Design dat_mem_copier, sky130hd; sources not shown.
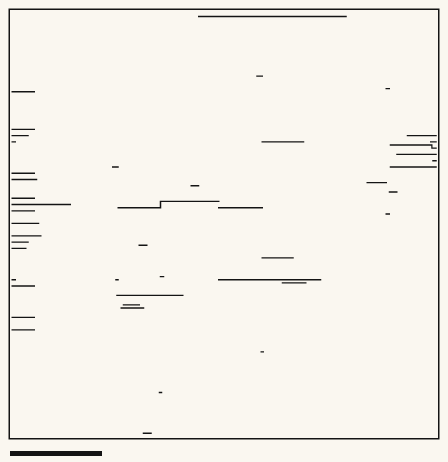
Figure 1: met3 routing.
Bar = 20 um.
The longest straight run is 32.0 um. The layer holds 3.4% of the routed length. 33 nets have wire on it.
Routed WL: 7710 um
vias: 2618
met3 Track Usage GR: 0.0333

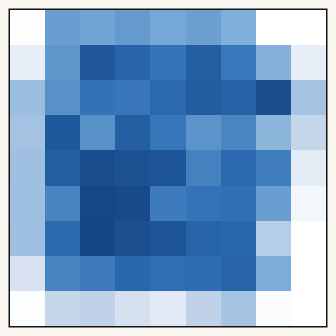
Figure 2: cell density map.
9 x 9 tiles, from white (low) to dark blue (high), 0 to 100% covered.
The emptiest ninth of the die: lower right. 31% of the tiles are over 75% full. The mean over all tiles is 54%.
core area: 7290 um2
FP Util: 0.476
final core utilization: 0.654

==> impl_metrics.ini <==
; generated from flow reports
[status]
status = finished with violations
violations = setup timing

[clocking]
holdBufCountCts = 0
cts.path.max_buffers = 2
clock-root-buffer = clkbuf_8
numCtsBuffers = 9
htree_num_levels = 3

[timing]
max-slew-margin-rel = 0.617
setup_violations = 5
setup_ws_ps = -365
fmax_mhz = 316

[cells_and_area]
n_clock_buffer = 10
register_area_um2 = 1550
inverters_excl_clock = 10
dominant_cells = logic gates

[placed_design]
post-dp-hpwl_um = 5650

[yosys]
yosys.area.top_type = dfrtp_1
top_cell_area_share = 0.447

[critical_path]
reg2reg_slack_ps = 470
cp_num_buf_inv = 2

[die]
die_h_um = 92.9
tap_cells = 99

[global_route]
antenna_found_initial = 0
## cell usage after synthesis, drive strengths merged
master / number
nor3b: 2
a21boi: 2
buf: 4
or3: 4
a21o: 3
mux2: 50
fa: 1
nor2b: 11
nor4b: 1
clkbuf: 7
mux2i: 10
dfrtp: 62
nand2: 16
and3: 1
xor2: 17
ha: 14
inv: 10
or4: 1
a32oi: 1
nand4: 5
nor2: 21
a21oi: 8
a22o: 1
o21bai: 2
and2: 4
a221o: 1
o221ai: 1
a2111oi: 1
o21a: 1
o21ai: 13
a22oi: 1
nand3: 7
a32o: 1
nand2b: 5
nor3: 4
xnor2: 11
o32a: 1
nor4: 4
## stage by stage
stage                     utilization  hold WS (ps)
after global placement          0.615           336
after floorplan                     -           324
final                           0.654           312
after CTS                       0.649           305
after global routing            0.654           356
after detailed placement        0.615           344
## power groups by stage
stage / Combinational, W / Sequential [W] / Clock, W
final: 0.000111 / 0.000905 / 0.000641
after global routing: 0.000121 / 0.000904 / 0.000700
after CTS: 0.000114 / 0.000904 / 0.000668
after detailed placement: 0.000113 / 0.000921 / 0
after global placement: 0.000112 / 0.000921 / 0
after floorplan: 0.0000267 / 0.000920 / 0
## layout by cell type, fill, tap and decap left out, types with 5 or more instances in the layout
cell and instances:
buf_2 7, nor2b_1 9, buf_4 26, nor2_1 20
o21ai_0 8, nand2b_1 5, nand4_1 5, nand2_1 16
dfrtp_1 62, ha_4 7, clkdlybuf4s50_1 64, xnor2_1 10
xor2_1 17, ha_1 7, nand3_1 6, inv_1 7
clkbuf_8 9, mux2_4 6, mux2_2 44, mux2i_1 10
## layer usage
layer	vias to the layer above	global-route usage
met3	19	0.0333
met4	0	0.0965
met5	-	-
li1	1291	-
met2	50	0.314
met1	1258	0.249
Power is estimated from default activity; no workload was simulated.
